Figure 1. Placed standard cells (run 1).
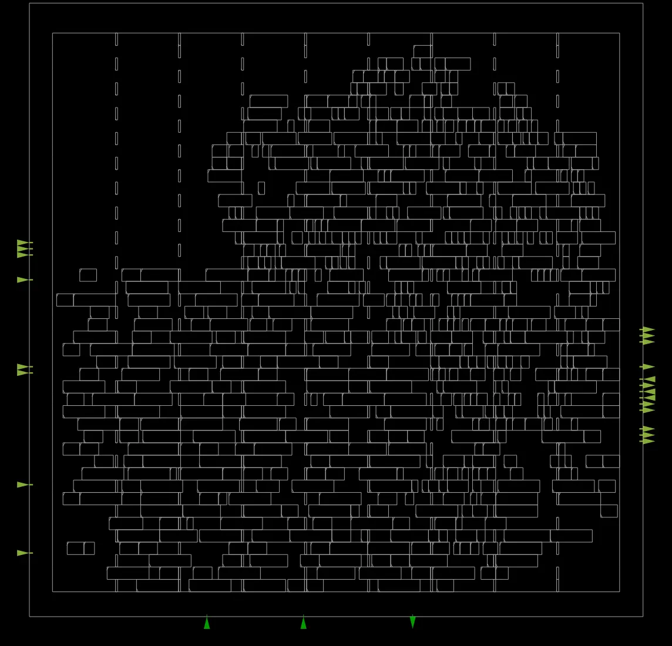
Figure 2. Local utilization (run 1).
13 x 13 tiles, from white (low) to dark blue (high), 0 to 100% covered.
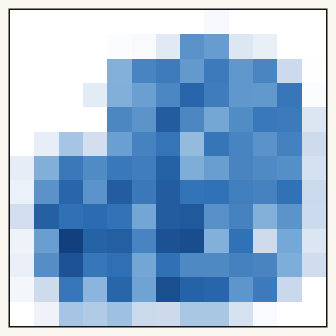
Figure 3. Metal 3 (run 1).
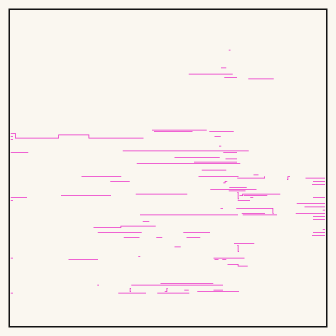
$ cat src/rtl/stack_based_alu.sv
// LIFO operand stack with a signed add/multiply ALU.
// Results and overflow are registered; empty/full decode the pointer.
module stack_based_alu #(
  parameter int n     = 8,
  parameter int DEPTH = 8
) (
  input  logic         clk,
  input  logic         rst,
  input  logic [n-1:0] input_data,
  input  logic [2:0]   opcode,
  output logic [n-1:0] output_data,
  output logic         overflow,
  output logic         empty,
  output logic         full
);

  localparam int PW = $clog2(DEPTH + 1);
  localparam int AW = (DEPTH > 1) ? $clog2(DEPTH) : 1;

  logic [n-1:0]   mem [DEPTH];
  logic [PW-1:0]  sp;
  logic [AW-1:0]  top_idx;
  logic [AW-1:0]  nxt_idx;
  logic [AW-1:0]  wr_idx;
  logic [n-1:0]   top;
  logic [n-1:0]   nxt;
  logic [n-1:0]   sum;
  logic [2*n-1:0] top_x;
  logic [2*n-1:0] nxt_x;
  logic [2*n-1:0] prod;
  logic [n:0]     prod_hi;
  logic           add_ovf;
  logic           mul_ovf;
  logic           two;
  logic           do_add;
  logic           do_mul;
  logic           do_push;
  logic           do_pop;

  assign empty   = (sp == '0);
  assign full    = (sp == PW'(DEPTH));
  assign two     = (sp >= PW'(2));

  assign top_idx = AW'(sp - PW'(1));
  assign nxt_idx = AW'(sp - PW'(2));
  assign wr_idx  = AW'(sp);
  assign top     = mem[top_idx];
  assign nxt     = mem[nxt_idx];

  assign sum     = top + nxt;
  assign add_ovf = (top[n-1] == nxt[n-1]) &&
                   (sum[n-1] != top[n-1]);

  // Sign-extended operands make the low 2n bits the signed product.
  assign top_x   = {{n{top[n-1]}}, top};
  assign nxt_x   = {{n{nxt[n-1]}}, nxt};
  assign prod    = top_x * nxt_x;
  assign prod_hi = prod[2*n-1:n-1];
  assign mul_ovf = !((&prod_hi) || !(|prod_hi));

  assign do_add  = (opcode == 3'b100) && two;
  assign do_mul  = (opcode == 3'b101) && two;
  assign do_push = (opcode == 3'b110) && !full;
  assign do_pop  = (opcode == 3'b111) && !empty;

  // Stack, pointer and registered ALU results.
  always_ff @(posedge clk or posedge rst) begin
    if (rst) begin
      sp          <= '0;
      output_data <= '0;
      overflow    <= 1'b0;
      for (int i = 0; i < DEPTH; i++) begin
        mem[i] <= '0;
      end
    end else begin
      unique case (1'b1)
        do_add: begin
          output_data <= sum;
          overflow    <= add_ovf;
        end
        do_mul: begin
          output_data <= prod[n-1:0];
          overflow    <= mul_ovf;
        end
        do_push: begin
          mem[wr_idx] <= input_data;
          sp          <= sp + PW'(1);
        end
        do_pop: begin
          sp          <= sp - PW'(1);
          output_data <= top;
          overflow    <= 1'b0;
        end
        default: ;
      endcase
    end
  end

endmodule

$ cat config.mk
export PLATFORM = sky130hd
export DESIGN_NAME = stack_based_alu
export DESIGN_NICKNAME = d
export VERILOG_FILES = /design/src/rtl/stack_based_alu.sv
export SDC_FILE = /design/constraint.sdc
export NUM_CORES = 1
export LEC_CHECK = 0
export CAP_MARGIN = 20
export CORE_MARGIN = 5
export CORE_UTILIZATION = 45
export DETAILED_ROUTE_END_ITERATION = 16
export GPL_TIMING_DRIVEN = 0
export PLACE_DENSITY = 0.65
export SYNTH_ARGS = -nofsm -noshare
export SYNTH_HDL_FRONTEND = slang
export SYNTH_SLANG_ARGS = --single-unit
export TNS_END_PERCENT = 5
$ cat constraint.sdc
create_clock -name clk -period 9.65 [get_ports clk]
set_input_delay 1.4475 -clock clk [delete_from_list [all_inputs] [get_ports clk]]
set_output_delay 1.4475 -clock clk [all_outputs]
set_load 0.1 [all_outputs]
==> out/results.ini, run 1 <==
[run_status]
status=finished clean

[critical_path]
end_kind=register
arrival_ns=9.06
critical_path_class=reg -> reg
setup.worst_path.start=sp[1]
r2r_slack_ns=0.80

[drt]
drtPass1Iterations=5
wl_um=15840
ant_nets=0
wl_per_cell_um=18.38
drtIter0Drc=271
viasPerCell=5.688
dr_total_vias=4903

[layout]
stdcell_count=862
n_antenna_cell=0
final_nets=782
area_growth_pct=11.70
drive_gt1_frac=0.1929
final_area_sq_mm=0.007777
logic_area_sq_mm=0.004536

[yosys]
yosys.area_share.simple=0.08014
edf_count=0
area_leaders=dfrtp_1 (28%), fa_1 (16%), mux2_2 (10%)
synth_top_area_share=0.2767
muxShareOfSynthArea=0.2352
ff_type=dfrtp_1
synth_seq_share=0.2767
yosys.area.top_type=dfrtp_1
ys_sh_aoi=0.06487
syn_area_per_cell_sq_um=10.97
async_reset_ff_frac=1.000
netlist_area_sq_mm=0.006963
common_cells=inv_1 (116), dfrtp_1 (77), mux2_2 (64)
logic_family=adder cells
ys_cells=635

[global_routing]
grt_max_degree=46
antenna_found_initial=0
grt_pass1_wl_um=27320
first_global_vias=5283

[floorplanning]
fp.dieH_um=134.4
rows=45

[final_timing]
fin_setup_tns_ns=0
layout_min_cycle_time_ns=8.849
maxSlewViolCount=0
finalCritPeriodShare=0.9170

[place]
routabilityCongestion=0.9151
placed_cell_area_sq_mm=0.007451
portBuffers=23

[clock_network]
cts_setup_buffers=0
cts-root-buf=clkbuf_16
cts_resized=0
clk_pin_slew_ns=0.06
cts_max_level=3

[job]
maxCapViolations=0

[hold_path]
hold_path.class=reg -> reg

-- Figure 1 (at the start) --
core box area: 0.01520 sq mm
fin util: 0.5116
Filler cells: 1,338
Well Taps: 188

-- Figure 2 (at the start) --
nearly empty tiles = 22%
tiles over 75% full = 12%
emptiest ninth of the die = north-west
mean over tiles = 42%
fp_density: 0.4580

-- Figure 3 (at the start) --
share of all routed wire = 5.6%
main direction = horizontal

-- run 1: flip-flops by register name, summed over array words and instances, names as in the netlist --
| register | count |
|---|---|
| sp | 4 |
| mem | 64 |
| overflow | 1 |
| output_data | 8 |
-- run 1: through the flow --
step	worst slack, ns	hold WS, ns	util
floorplan	2.272	0.4704	-
global placement	0.4443	0.4790	0.4886
detailed placement	0.3749	0.4906	0.4901
CTS	0.2829	0.5033	0.5119
global route	0.2432	0.5271	0.5116
finish	0.8009	0.5009	0.5116
-- run 1: routing by layer --
metal	GRT usage	vias up	wire length, um
met5	0	-	0
met2	0.3223	150	7873
met4	0.04299	0	211
met1	0.2572	2512	6870
met3	0.03976	16	889
li1	-	2225	-
-- run 1: placed cells by master (no fill, tap or decap), types with 2 or more instances in the layout --
cell type        instances
buf_2                    4
mux4_2                  32
nor3b_1                  2
nor2b_1                  4
nand3_1                  7
inv_6                    2
o21ai_0                 20
a21oi_1                 19
o21a_1                   2
fa_1                    56
a21o_1                   2
nor2_1                  58
or3_1                    2
o22a_1                   2
clkbuf_16                9
a211oi_1                 2
clkbuf_1                10
o2111ai_1                4
o22ai_1                  3
xnor2_1                 13
clkdlybuf4s50_1         23
nand4_1                  4
nor3_1                   8
ha_1                    44
dfrtp_1                 77
nand2_1                 21
xor2_1                   6
mux2_2                  64
or2_2                    5
bufinv_16                2
and3_1                   5
inv_1                  115
a31oi_1                  2
mux2i_1                 16
-- run 1: final cells by class --
class | instances | share of cell area
Clock inverter | 6 | 0.01174
Timing Repair Buffer | 24 | 0.03218
Multi-Input combinational cell | 426 | 0.5832
Inverter | 116 | 0.05631
Clock buffer | 10 | 0.03073
Buffer | 15 | 0.007883
Sequential cell | 77 | 0.2477
Tap cell | 188 | 0.03024
-- run 1: critical path, cell delays in order (launching register included) --
cell and delay [ns]:
dfrtp_1 0.43, buf_2 0.51, inv_1 0.19, ha_1 0.33, clkbuf_1 0.55, clkbuf_1 0.63, mux4_2 0.44, mux2i_1 0.54
inv_1 0.26, ha_1 0.33, fa_1 0.55, inv_1 0.05, fa_1 0.46, fa_1 0.51, fa_1 0.54, inv_1 0.04
ha_1 0.36, o21ai_0 0.28, a211oi_1 0.12, a221oi_1 0.35, xnor3_1 0.39, or4b_1 0.46, o21ai_1 0.26, o211ai_1 0.11
-- run 1: how the worst min path moves through the flow --
| stage | start | slack [ns] | to |
|---|---|---|---|
| 2_1_floorplan | sp[3] | 0.47 | sp[3] |
| 3_3_place_gp | output_data[3] | 0.48 | output_data[3] |
| 3_5_place_dp | output_data[3] | 0.49 | output_data[3] |
| 4_1_cts | output_data[3] | 0.50 | output_data[3] |
| 5_1_grt | output_data[3] | 0.53 | output_data[3] |
| 6_report | output_data[3] | 0.50 | output_data[3] |
==> inputs of run 2 (changes only) <==
Settings changed: ABC_AREA set to 1, CORE_MARGIN 5 to not set, SLEW_MARGIN set to 10.
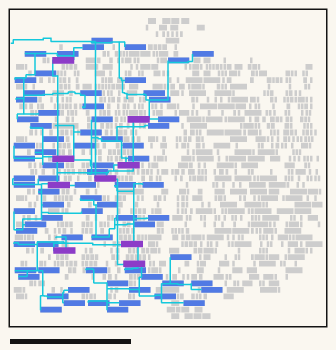
Figure 4: run 2, clock network drawn from the DEF.
Scale bar: 50 um.
cyan -> clock wires  # length 1,100 um
purple -> clock-net drivers  # count 9
blue -> flip-flops  # count 77
routed clock nets = 10

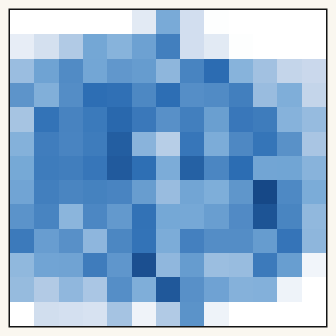
Figure 5: run 2, local utilization.
13 x 13 tiles, from white (low) to dark blue (high), 0 to 100% covered.
emptiest ninth of the die = north-east
tiles over 75% full = 7.1%
fullest tile = 90%
mean over tiles = 47%
nearly empty tiles = 12%
fp_density: 0.4667
core box area: 0.01606 sq mm

==> out/results.ini, run 2 <==
[layout]
largest_reg_flops=64  ; unchanged
n_antenna_cell=0  ; unchanged
final_nets=1183  ; was 782
lay_top_cells=nand2_1 (210), inv_1 (196), o21ai_0 (132)  ; was inv_1 (115), dfrtp_1 (77), mux2_2 (64)
fin_util=0.5205  ; was 0.5116
reg.largest.list=mem x64, output_data x8, sp x4  ; unchanged
layout.cells.most_common=nand2_1  ; was inv_1
area_growth_pct=11.54  ; was 11.70%
stdcell_count=1291  ; was 862
largest-register=mem  ; unchanged
drive_gt1_frac=0.08837  ; was 0.1929

[global_routing]
antenna_found_initial=0  ; unchanged
gr-total-overflow=0  ; unchanged
first_global_vias=6429  ; was 5,283
grt_pass1_wl_um=32010  ; was 27,320 um
grt_max_degree=48  ; was 46

[yosys]
ys_types=40  ; was 54
synth_seq_share=0.2571  ; was 0.2767
netlist_area_sq_mm=0.007493  ; was 0.006963 sq mm
yosys.area.top_type=dfrtp_1  ; unchanged
synth_top_area_share=0.2571  ; was 0.2767
common_cells=nand2_1 (210), inv_1 (197), o21ai_0 (132)  ; was inv_1 (116), dfrtp_1 (77), mux2_2 (64)
ff_type=dfrtp_1  ; unchanged
ys_cells=1035  ; was 635
edf_count=0  ; unchanged
area_leaders=dfrtp_1 (26%), fa_1 (15%), nand2_1 (11%)  ; was dfrtp_1 (28%), fa_1 (16%), mux2_2 (10%)
async_reset_ff_frac=1.000  ; unchanged
syn_area_per_cell_sq_um=7.240  ; was 10.97 sq um

[final_timing]
maxSlewHeadroom=0.3499  ; was 0.2783
fin_hold_ws_ns=0.4875  ; was 0.5009 ns
finalCritPeriodShare=0.6727  ; was 0.9170
skew_ns=0.005371  ; was 0.008147 ns
layout_min_cycle_time_ns=6.492  ; was 8.849 ns
maxSlewViolCount=0  ; unchanged
fin_setup_tns_ns=0  ; unchanged

[floorplanning]
dieArea_sq_mm=0.01717  ; was 0.01806 sq mm
rows=46  ; was 45
fp.dieH_um=131.0  ; was 134.4 um

[place]
routabilityCongestion=0.9386  ; was 0.9151
portBuffers=23  ; unchanged

[job]
maxCapViolations=0  ; unchanged

[clock_network]
cts-root-buf=clkbuf_16  ; unchanged
clk_pin_slew_ns=0.06  ; about the same
cts_setup_buffers=0  ; unchanged
cts_resized=0  ; unchanged
cts_max_level=3  ; unchanged

[critical_path]
critical_path_class=reg -> reg  ; unchanged
crit_slowest_cell=fa_1  ; was clkbuf_1
slowest_delay_ns=0.58  ; was 0.63 ns
arrival_ns=6.73  ; was 9.06 ns
crit_fanout=11  ; was 18

[drt]
ant_nets=0  ; unchanged
drtIter0Drc=642  ; was 271
wl_per_cell_um=15.23  ; was 18.38 um
drtPass1Iterations=5  ; unchanged
viasPerCell=5.124  ; was 5.688

[hold_path]
hold_path.class=reg -> reg  ; unchanged

[run_status]
status=finished clean  ; unchanged

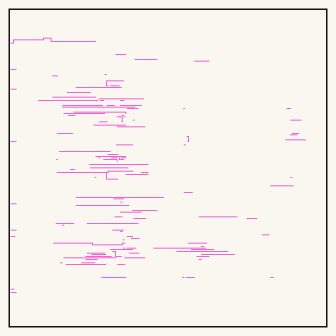
Figure 6: run 2, metal 3.
main direction = horizontal
share of all routed wire = 4.6%
longest straight run = 36.3 um
vias: 6,615
final WL: 19,670 um
met3 GRT Util: 0.02239

run 2: per-layer routing:
| metal | routed length, um | GRT usage | part of all wire | vias to the layer above |
|---|---|---|---|---|
| li1 | - | - | - | 3297 |
| met1 | 8633 | 0.3108 | 0.44 | 3079 |
| met2 | 9561 | 0.4339 | 0.49 | 202 |
| met3 | 900 | 0.02239 | 0.046 | 37 |
| met4 | 570 | 0.1068 | 0.029 | 0 |
| met5 | 0 | 0 | 0 | - |
run 2: metrics by stage:
stage                     worst slack [ns]  cell area (sq um)
after global placement               3.239               7994
after CTS                            3.168               8358
after detailed placement             3.196               8024
after global routing                 2.655               8358
final                                3.158               8358
after floorplan                      3.981               7493
run 2: area by class of cell:
type,count,area (sq um)
Buffer,31,188.9
Clock buffer,11,252.7
Clock inverter,5,81.33
Fill cell,1612,7700
Inverter,213,802.0
Multi-Input combinational cell,714,4578
Sequential cell,77,1927
Tap cell,216,270.3
Timing Repair Buffer,24,257.7
run 2: worst max-delay path, delay by kind of cell (launching register included):
family	cells	cell delay, ns
flops	1	0.49
xor+xnor	1	0.41
compound gates	5	0.53
buf+inv	10	1.30
fa+ha+maj	7	2.81
simple gates	9	0.85
run 2: logic make-up (layout without fill, tap and decap cells):
family | Yosys count | after routing | share of synthesized area
compound gates | 231 | 231 | 0.1681
xor+xnor | 12 | 12 | 0.01403
fa+ha+maj | 100 | 100 | 0.2231
buf+inv | 244 | 284 | 0.1319
flops | 77 | 77 | 0.2571
simple gates | 371 | 371 | 0.2057
run 2: final timing paths:
path,start,endpoint,slack (ns),cells past startpoint
min,mem[13],mem[13],0.49,2
max reg2reg,sp[0],overflow,3.16,32
max in group asynchronous,rst,mem[11],7.60,3
max,sp[0],overflow,3.16,32
min reg2reg,mem[13],mem[13],0.49,2
min in group asynchronous,rst,output_data[0],1.47,2
==> inputs of run 3 (changes only) <==
Clock period 9.65 ns to 6.4 ns, I/O delays scaled along.
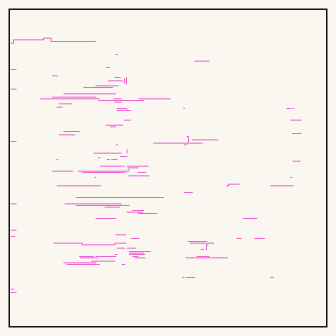
Figure 7: run 3, metal 3.
wire length on this layer = 734 um
nets with wire on the layer = 75
share of all routed wire = 3.7%

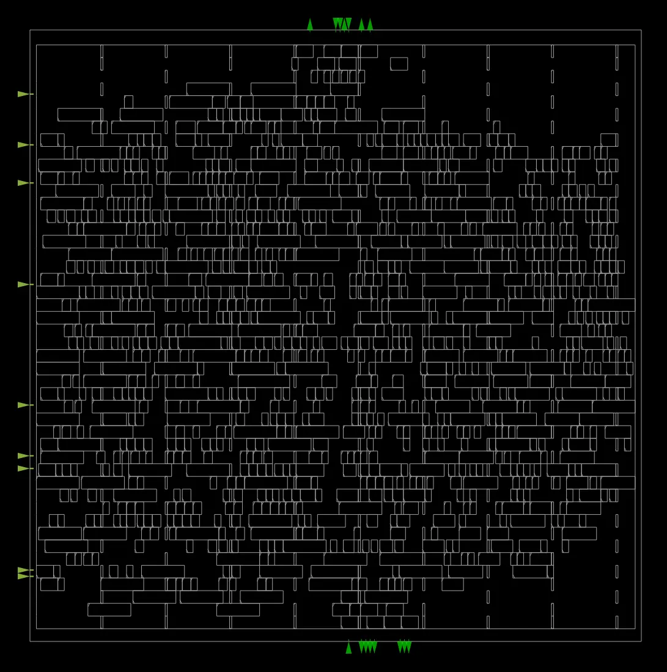
Figure 8: run 3, placed standard cells.
row count: 46
flip-flops: 77
Well Taps: 216
fin util: 0.5281

==> out/results.ini, run 3 <==
[final_timing]
skew_ns=0.006259  ; was 0.005371 ns
fin_hold_ws_ns=0.4870  ; was 0.4875 ns
fin_setup_tns_ns=0  ; unchanged
maxSlewViolCount=0  ; unchanged
finalCritPeriodShare=0.9344  ; was 0.6727
maxSlewHeadroom=0.3499  ; unchanged
worst_slack_ns=0.4200  ; was 3.158 ns
layout_min_cycle_time_ns=5.980  ; was 6.492 ns

[critical_path]
crit_end=overflow  ; unchanged
r2r_end=overflow  ; unchanged
end_kind=register  ; unchanged
setup.worst_path.start=sp[0]  ; unchanged
crit_cells=31  ; was 32
crit_fanout=11  ; unchanged
crit_slowest_cell=fa_1  ; unchanged
critical_path_class=reg -> reg  ; unchanged
arrival_ns=6.22  ; was 6.73 ns
critPathTopFamily=adder cells  ; unchanged
reg2reg_from=sp[0]  ; unchanged
path_buffers=9  ; was 10
r2r_cells=31  ; was 32

[floorplanning]
design.core.area_sq_mm=0.01606  ; unchanged
fp_util=0.4667  ; unchanged
ios=24  ; unchanged
dieArea_sq_mm=0.01717  ; unchanged
fp.dieH_um=131.0  ; unchanged

[layout]
drive_gt1_frac=0.1076  ; was 0.08837
layout.cells.most_common=nand2_1  ; unchanged
n_antenna_cell=0  ; unchanged
final_nets=1186  ; was 1,183
largest-register=mem  ; unchanged
final_area_sq_mm=0.008479  ; was 0.008358 sq mm
stdcell_count=1294  ; was 1,291

[yosys]
ys_cells=1035  ; unchanged
async_reset_ff_frac=1.000  ; unchanged
synth_top_area_share=0.2571  ; unchanged
edf_count=0  ; unchanged
common_cells=nand2_1 (210), inv_1 (197), o21ai_0 (132)  ; unchanged
synth_seq_share=0.2571  ; unchanged
ff_type=dfrtp_1  ; unchanged
area_leaders=dfrtp_1 (26%), fa_1 (15%), nand2_1 (11%)  ; unchanged
ys_types=40  ; unchanged
yosysWarnings=0  ; unchanged
syn_area_per_cell_sq_um=7.240  ; unchanged
netlist_area_sq_mm=0.007493  ; unchanged
yosys.area.top_type=dfrtp_1  ; unchanged

[global_routing]
grt_pass1_wl_um=32010  ; unchanged
gr-total-overflow=0  ; unchanged
busiest_layer=met2  ; unchanged
antenna_found_initial=0  ; unchanged
use_met1=0.3108  ; unchanged
grt_max_degree=48  ; unchanged
use_met3=0.02239  ; unchanged
grt_util_met2=0.4339  ; unchanged

[hold_path]
hp-start=mem[13]  ; unchanged
hold_path.class=reg -> reg  ; unchanged

[drt]
wl_um=19780  ; was 19,670 um
drtIter0Drc=608  ; was 642
ant_nets=0  ; unchanged
drtPass1Iterations=5  ; unchanged
dr_total_vias=6615  ; unchanged
wl_per_cell_um=15.28  ; was 15.23 um
viasPerCell=5.112  ; was 5.124

[place]
placed_cell_area_sq_mm=0.008024  ; unchanged
routabilityCongestion=0.9386  ; unchanged
portBuffers=23  ; unchanged
pre_cts_slack_ns=-0.05430  ; was 3.196 ns

[run_status]
status=finished clean  ; unchanged

[clock_network]
clk_pin_slew_ns=0.06  ; about the same
cts_max_level=3  ; unchanged
cts-root-buf=clkbuf_16  ; unchanged

[job]
maxCapViolations=0  ; unchanged

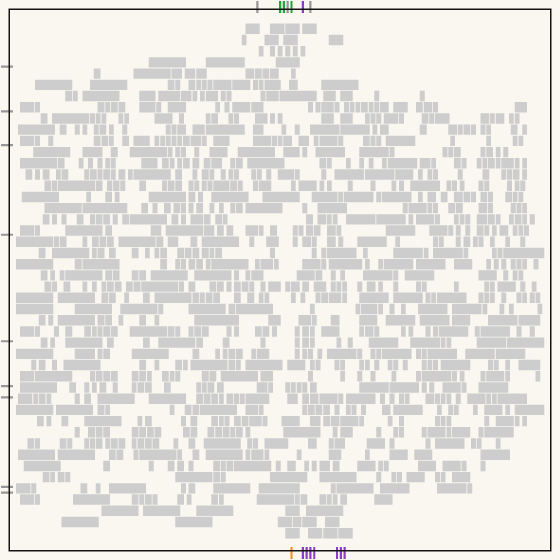
Figure 9: run 3, I/O pins on the die edge.
Pins as bars across the die edge, other pins in gray.
green -> opcode  # pins 3, direction input, edge north
orange -> rst  # pins 1, direction input, edge south
purple -> output_data  # pins 8, direction output, edge 7 south, 1 north
all pins by edge = 9 west, 8 south, 7 north

==> run 3: cell count changes in the layout (fill, tap and decap cells not counted), sizes merged <==
cell | previous run | this run
inv | 214 | 213
buf | 26 | 29
clkinvlp | 1 | 2
==> run 3: worst min-delay path by stage <==
stage          depth (start not counted)  slack, ns      end
6_report                               2       0.49  mem[13]
5_1_grt                                2       0.51  mem[10]
4_1_cts                                2       0.49  mem[13]
3_5_place_dp                           2       0.47  mem[13]
3_3_place_gp                           2       0.47   mem[7]
2_1_floorplan                          2       0.45  mem[10]
==> run 3: area by class of cell <==
| cell class | instances | area (sq um) |
|---|---|---|
| clock inverter | 5 | 81.33 |
| fill | 1604 | 7579 |
| clock buffer | 11 | 252.7 |
| sequential | 77 | 1929 |
| tap | 216 | 270.3 |
| buffer | 30 | 210.2 |
| multi-input combinational | 714 | 4639 |
| timing repair buffer | 28 | 287.8 |
| inverter | 213 | 808.3 |
==> run 3: cells by family (layout without fill, tap and decap cells) <==
group                      count (synthesis)  count (layout)  share of synthesized area
AOI/OAI and AO/OA                        231             231                     0.1681
buffers and inverters                    244             287                     0.1319
DFF                                       77              77                     0.2571
adders and majority gates                100             100                     0.2231
xor gates and xnor gates                  12              12                    0.01403
and+or+nand+nor                          371             371                     0.2057
==> run 3: per-layer routing <==
layer	share of wire	vias to the layer above
met5	0	-
met4	0.030	0
li1	-	3303
met2	0.49	185
met3	0.037	34
met1	0.44	3093
==> run 3: tightest hold or removal path, stage by stage (launching register included) <==
cell     delay [ns]
dfrtp_1        0.34
nand2_1        0.05
o21ai_0        0.06
==> run 3: what timing repair did <==
item | in CTS | in global routing
setup endpoints to repair | 1 | 2
buffers inserted | 0 | 4
gates cloned | 0 | 0
pin swaps | 0 | 3
gates resized | 2 | 33
hold buffers | 0 | 0
